**src/rtl/fetch_buffer_if.sv**
```systemverilog
// fetch_buffer_if: bundles the fetch-issue, imem-response, flush and decode-side handshake
// signals of the fetch buffer.
//   slave  : view taken by fetch_buffer (consumes issue/response/flush/out_ready, drives the rest)
//   master : view taken by the surrounding fetch/imem/decode logic
// Signals:
//   fetch_valid/fetch_pc/fetch_pc_next -> read being issued, fetch_ready <- issue accepted
//   imem_resp/imem_rdata               -> instruction word returned by imem
//   flush                              -> redirect, drop queue and in-flight read
//   out_valid/out_inst/out_pc/out_pc_next <- head entry toward decode, out_ready -> consumed
//   busy                               <- a read is outstanding
interface fetch_buffer_if;
    logic        fetch_valid;
    logic [31:0] fetch_pc;
    logic [31:0] fetch_pc_next;
    logic        fetch_ready;
    logic        imem_resp;
    logic [31:0] imem_rdata;
    logic        flush;
    logic        out_valid;
    logic        out_ready;
    logic [31:0] out_inst;
    logic [31:0] out_pc;
    logic [31:0] out_pc_next;
    logic        busy;

    modport slave (
        input  fetch_valid, fetch_pc, fetch_pc_next, imem_resp, imem_rdata, flush, out_ready,
        output fetch_ready, out_valid, out_inst, out_pc, out_pc_next, busy
    );

    modport master (
        output fetch_valid, fetch_pc, fetch_pc_next, imem_resp, imem_rdata, flush, out_ready,
        input  fetch_ready, out_valid, out_inst, out_pc, out_pc_next, busy
    );
endinterface

```
**src/rtl/fetch_buffer.sv**
```systemverilog
// fetch_buffer: decouples instruction fetch from decode.
// Tracks the single outstanding imem read, captures the returned word together with the PC and
// next-PC it was issued for, and queues the result in a DEPTH-entry FIFO toward decode.
// A flush empties the queue; a read still in flight at that point is marked stale and its
// response is dropped.
// Ports:
//   clk  - clock
//   rst  - asynchronous active-high reset
//   bus  - fetch_buffer_if.slave (issue, imem response, flush, decode handshake, busy)
module fetch_buffer #(
    parameter int unsigned DEPTH = 2  // power of two, >= 2
) (
    input logic           clk,
    input logic           rst,
    fetch_buffer_if.slave bus
);
    localparam int unsigned PW = $clog2(DEPTH);
    localparam int unsigned CW = PW + 1;

    typedef struct packed {
        logic [31:0] inst;
        logic [31:0] pc;
        logic [31:0] pc_next;
    } entry_t;

    typedef enum logic [1:0] {StIdle, StWait, StDrain} state_e;

    state_e        state_q;
    logic [31:0]   pend_pc_q;
    logic [31:0]   pend_pc_next_q;
    entry_t        mem_q [DEPTH];
    logic [PW-1:0] head_q;
    logic [PW-1:0] tail_q;
    logic [CW-1:0] count_q;

    logic          push;
    logic          pop;
    logic          fire;
    logic          issue_state;
    logic          slot_free;
    logic [CW:0]   level;

    // A new read is only accepted if the queue will still have room for its response after
    // this cycle's push/pop, so a push can never find the queue full.
    always_comb begin
        push        = (state_q == StWait) & bus.imem_resp & ~bus.flush;
        pop         = bus.out_valid & bus.out_ready & ~bus.flush;
        level       = {1'b0, count_q} + (CW + 1)'(push) - (CW + 1)'(pop);
        slot_free   = 32'(level) < DEPTH;
        issue_state = (state_q == StIdle) | ((state_q == StWait) & bus.imem_resp);
        bus.fetch_ready = ~rst & ~bus.flush & issue_state & slot_free;
        fire        = bus.fetch_valid & bus.fetch_ready;
    end

    assign bus.out_valid   = (count_q != '0);
    assign bus.out_inst    = mem_q[head_q].inst;
    assign bus.out_pc      = mem_q[head_q].pc;
    assign bus.out_pc_next = mem_q[head_q].pc_next;
    assign bus.busy        = (state_q != StIdle);

    // Read-tracking FSM plus the PC pair of the outstanding read.
    always_ff @(posedge clk or posedge rst) begin
        if (rst) begin
            state_q        <= StIdle;
            pend_pc_q      <= '0;
            pend_pc_next_q <= '0;
        end else begin
            unique case (state_q)
                StIdle: begin
                    if (fire) begin
                        pend_pc_q      <= bus.fetch_pc;
                        pend_pc_next_q <= bus.fetch_pc_next;
                        state_q        <= StWait;
                    end
                end
                StWait: begin
                    if (bus.flush) begin
                        // Read still in flight becomes stale and must be absorbed in StDrain.
                        state_q <= bus.imem_resp ? StIdle : StDrain;
                    end else if (bus.imem_resp) begin
                        if (fire) begin
                            pend_pc_q      <= bus.fetch_pc;
                            pend_pc_next_q <= bus.fetch_pc_next;
                        end else begin
                            state_q <= StIdle;
                        end
                    end
                end
                StDrain: begin
                    if (bus.imem_resp) state_q <= StIdle;
                end
                default: state_q <= StIdle;
            endcase
        end
    end

    // Entry storage is reset too so the decode-side fields read zero out of reset.
    always_ff @(posedge clk or posedge rst) begin
        if (rst) begin
            head_q  <= '0;
            tail_q  <= '0;
            count_q <= '0;
            for (int unsigned i = 0; i < DEPTH; i++) begin
                mem_q[i] <= '0;
            end
        end else if (bus.flush) begin
            head_q  <= '0;
            tail_q  <= '0;
            count_q <= '0;
        end else begin
            if (push) begin
                mem_q[tail_q] <= '{inst: bus.imem_rdata, pc: pend_pc_q, pc_next: pend_pc_next_q};
                tail_q        <= tail_q + 1'b1;
            end
            if (pop) begin
                head_q <= head_q + 1'b1;
            end
            if (push & ~pop) begin
                count_q <= count_q + 1'b1;
            end else if (pop & ~push) begin
                count_q <= count_q - 1'b1;
            end
        end
    end
endmodule

```
**src/flat_wrapper.sv**
```systemverilog
// flat-port wrapper written by rule: the top's interface ports become plain ports
module fetch_buffer_flat 
#(
    parameter int unsigned DEPTH = 2                       
)
  (clk, rst, bus_fetch_valid, bus_fetch_pc, bus_fetch_pc_next, bus_imem_resp, bus_imem_rdata, bus_flush, bus_out_ready, bus_fetch_ready, bus_out_valid, bus_out_inst, bus_out_pc, bus_out_pc_next, bus_busy);
  fetch_buffer_if bus_i ();
  input logic clk;
  input logic rst;
  input wire logic [$bits(bus_i.fetch_valid)-1:0] bus_fetch_valid;
  input wire logic [$bits(bus_i.fetch_pc)-1:0] bus_fetch_pc;
  input wire logic [$bits(bus_i.fetch_pc_next)-1:0] bus_fetch_pc_next;
  input wire logic [$bits(bus_i.imem_resp)-1:0] bus_imem_resp;
  input wire logic [$bits(bus_i.imem_rdata)-1:0] bus_imem_rdata;
  input wire logic [$bits(bus_i.flush)-1:0] bus_flush;
  input wire logic [$bits(bus_i.out_ready)-1:0] bus_out_ready;
  output wire logic [$bits(bus_i.fetch_ready)-1:0] bus_fetch_ready;
  output wire logic [$bits(bus_i.out_valid)-1:0] bus_out_valid;
  output wire logic [$bits(bus_i.out_inst)-1:0] bus_out_inst;
  output wire logic [$bits(bus_i.out_pc)-1:0] bus_out_pc;
  output wire logic [$bits(bus_i.out_pc_next)-1:0] bus_out_pc_next;
  output wire logic [$bits(bus_i.busy)-1:0] bus_busy;
  assign bus_i.fetch_valid = bus_fetch_valid;
  assign bus_i.fetch_pc = bus_fetch_pc;
  assign bus_i.fetch_pc_next = bus_fetch_pc_next;
  assign bus_i.imem_resp = bus_imem_resp;
  assign bus_i.imem_rdata = bus_imem_rdata;
  assign bus_i.flush = bus_flush;
  assign bus_i.out_ready = bus_out_ready;
  assign bus_fetch_ready = bus_i.fetch_ready;
  assign bus_out_valid = bus_i.out_valid;
  assign bus_out_inst = bus_i.out_inst;
  assign bus_out_pc = bus_i.out_pc;
  assign bus_out_pc_next = bus_i.out_pc_next;
  assign bus_busy = bus_i.busy;
  fetch_buffer #(.DEPTH(DEPTH)) u_core (.clk(clk), .rst(rst), .bus(bus_i));
endmodule
```
**config.mk**
```make
export PLATFORM = sky130hd
export DESIGN_NAME = fetch_buffer_flat
export DESIGN_NICKNAME = d
export VERILOG_FILES = /design/src/rtl/fetch_buffer_if.sv /design/src/rtl/fetch_buffer.sv /design/src/flat_wrapper.sv
export SDC_FILE = /design/constraint.sdc
export NUM_CORES = 1
export LEC_CHECK = 0
export CAP_MARGIN = 20
export CORE_UTILIZATION = 57
export CTS_BUF_LIST = sky130_fd_sc_hd__clkbuf_16
export DETAILED_ROUTE_END_ITERATION = 12
export PLACE_DENSITY = 0.86
export SYNTH_ARGS = -nofsm -noshare
export SYNTH_HDL_FRONTEND = slang
export SYNTH_SLANG_ARGS = --single-unit
```
**constraint.sdc**
```tcl
create_clock -name clk -period 14 [get_ports clk]
set_input_delay 1.4 -clock clk [delete_from_list [all_inputs] [get_ports clk]]
set_output_delay 1.4 -clock clk [all_outputs]
set_load 0.02 [all_outputs]
```
==> run_results.csv <==
group,metric,value,unit
sta,slew_headroom,0.322,
drt,avgViaCountPerCell,5.46,
outcome,outcome,"complete, no violations",
clocking,ctsHoldBuffers,0,
setup_path,cp_common_cell,"clkdlybuf4s50_1",
setup_path,r2r-start,"u_core.count_q[1]$_DFFE_PP0P_",
synth,syn_area_per_cell,16.3,sq um
drt,drtIter0Drc,190,
setup_path,path_cells,"clkdlybuf4s50_1 > nor2_1 > ha_1 > or3_1 > fa_1 > xor2_1 > nor4_1 > clkdlybuf4s50_1",
finish,largest_class,"sequential cells",
pwr,swShare,0.287,
min_path,hp-class,"flip-flop to flip-flop",
finish,finalNonFillerCells,1178,
drt,top_layer,"met5",
pwr,p_switching,764,uW
setup_path,cp.arrival,4460,ps
finish,fill_cells,1190,
setup_path,r2r_end,"u_core.pend_pc_next_q[26]$_DFFE_PP0P_",
finish,logic_gate_count,388,
drt,firstDrtPassIters,4,
clocking,cts_resized,0,
drt,wl_per_cell,19.7,um
finish,multiInputGateArea,4410,sq um
synth,simple_gate_area_frac,0.0149,
finish,largest_reg_flops,192,
finish,most-common-layout-cells,"mux2_2, dfrtp_1, clkdlybuf4s50_1, mux2_4, clkbuf_16",
global_route,grt_pass1_vias,7137,
die,ios,201,
synth,ys_sh_aoi,0.00423,
synth,synth_top_cell_by_count,"mux2_2",
synth,syn_inst,691,
die,die_h,142,um
Fig. 1: M1 wires
Bar = 50 um. Supply wires on this layer in gray.
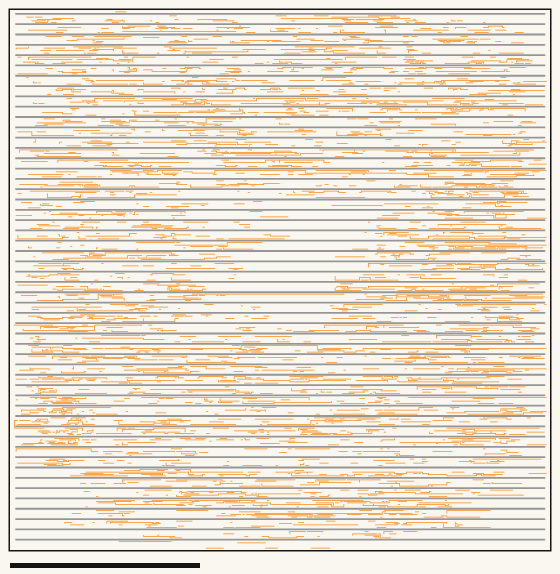
main direction = horizontal
nets with wire on the layer = 869
longest straight run = 48.3 um
met1 Use GR: 0.283
DR vias: 6427
routed wire length: 23200 um

Fig. 2: signal wires on met2
Bar = 50 um.
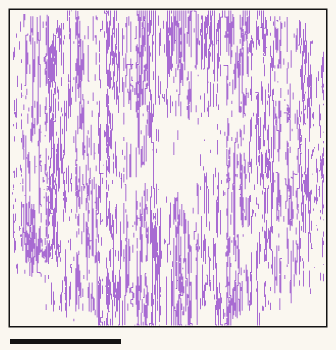
nets with wire on the layer = 955
longest straight run = 47.1 um
main direction = vertical
met2 GRT Util: 0.399

Fig. 3: metal 3
Cells faint in the background.
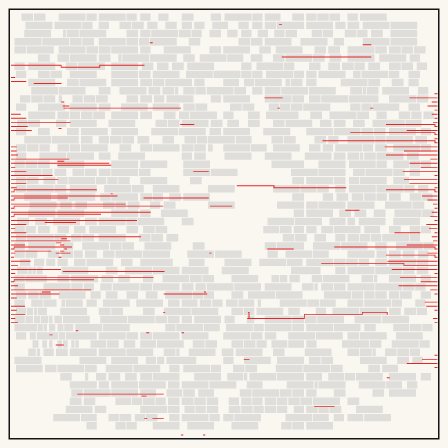
share of all routed wire = 6.8%
nets with wire on the layer = 130

Fig. 4: signal wires on met4
Bar = 50 um. Supply wires on this layer in gray.
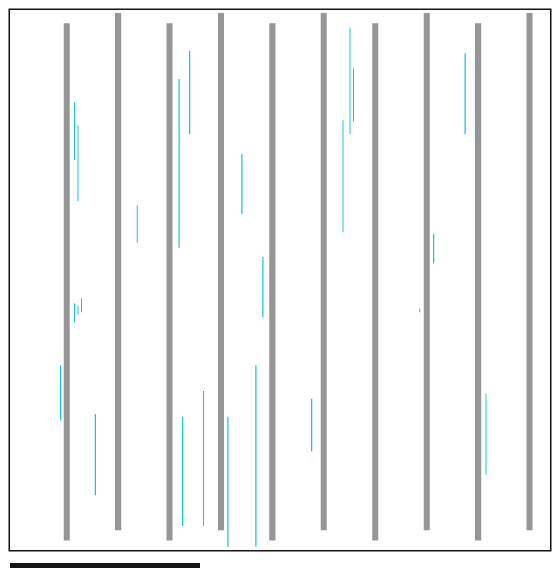
nets with wire on the layer = 14
main direction = vertical
longest straight run = 47.6 um
wire length on this layer = 467 um
share of all routed wire = 2.0%

Power is estimated from default activity; no workload was simulated.
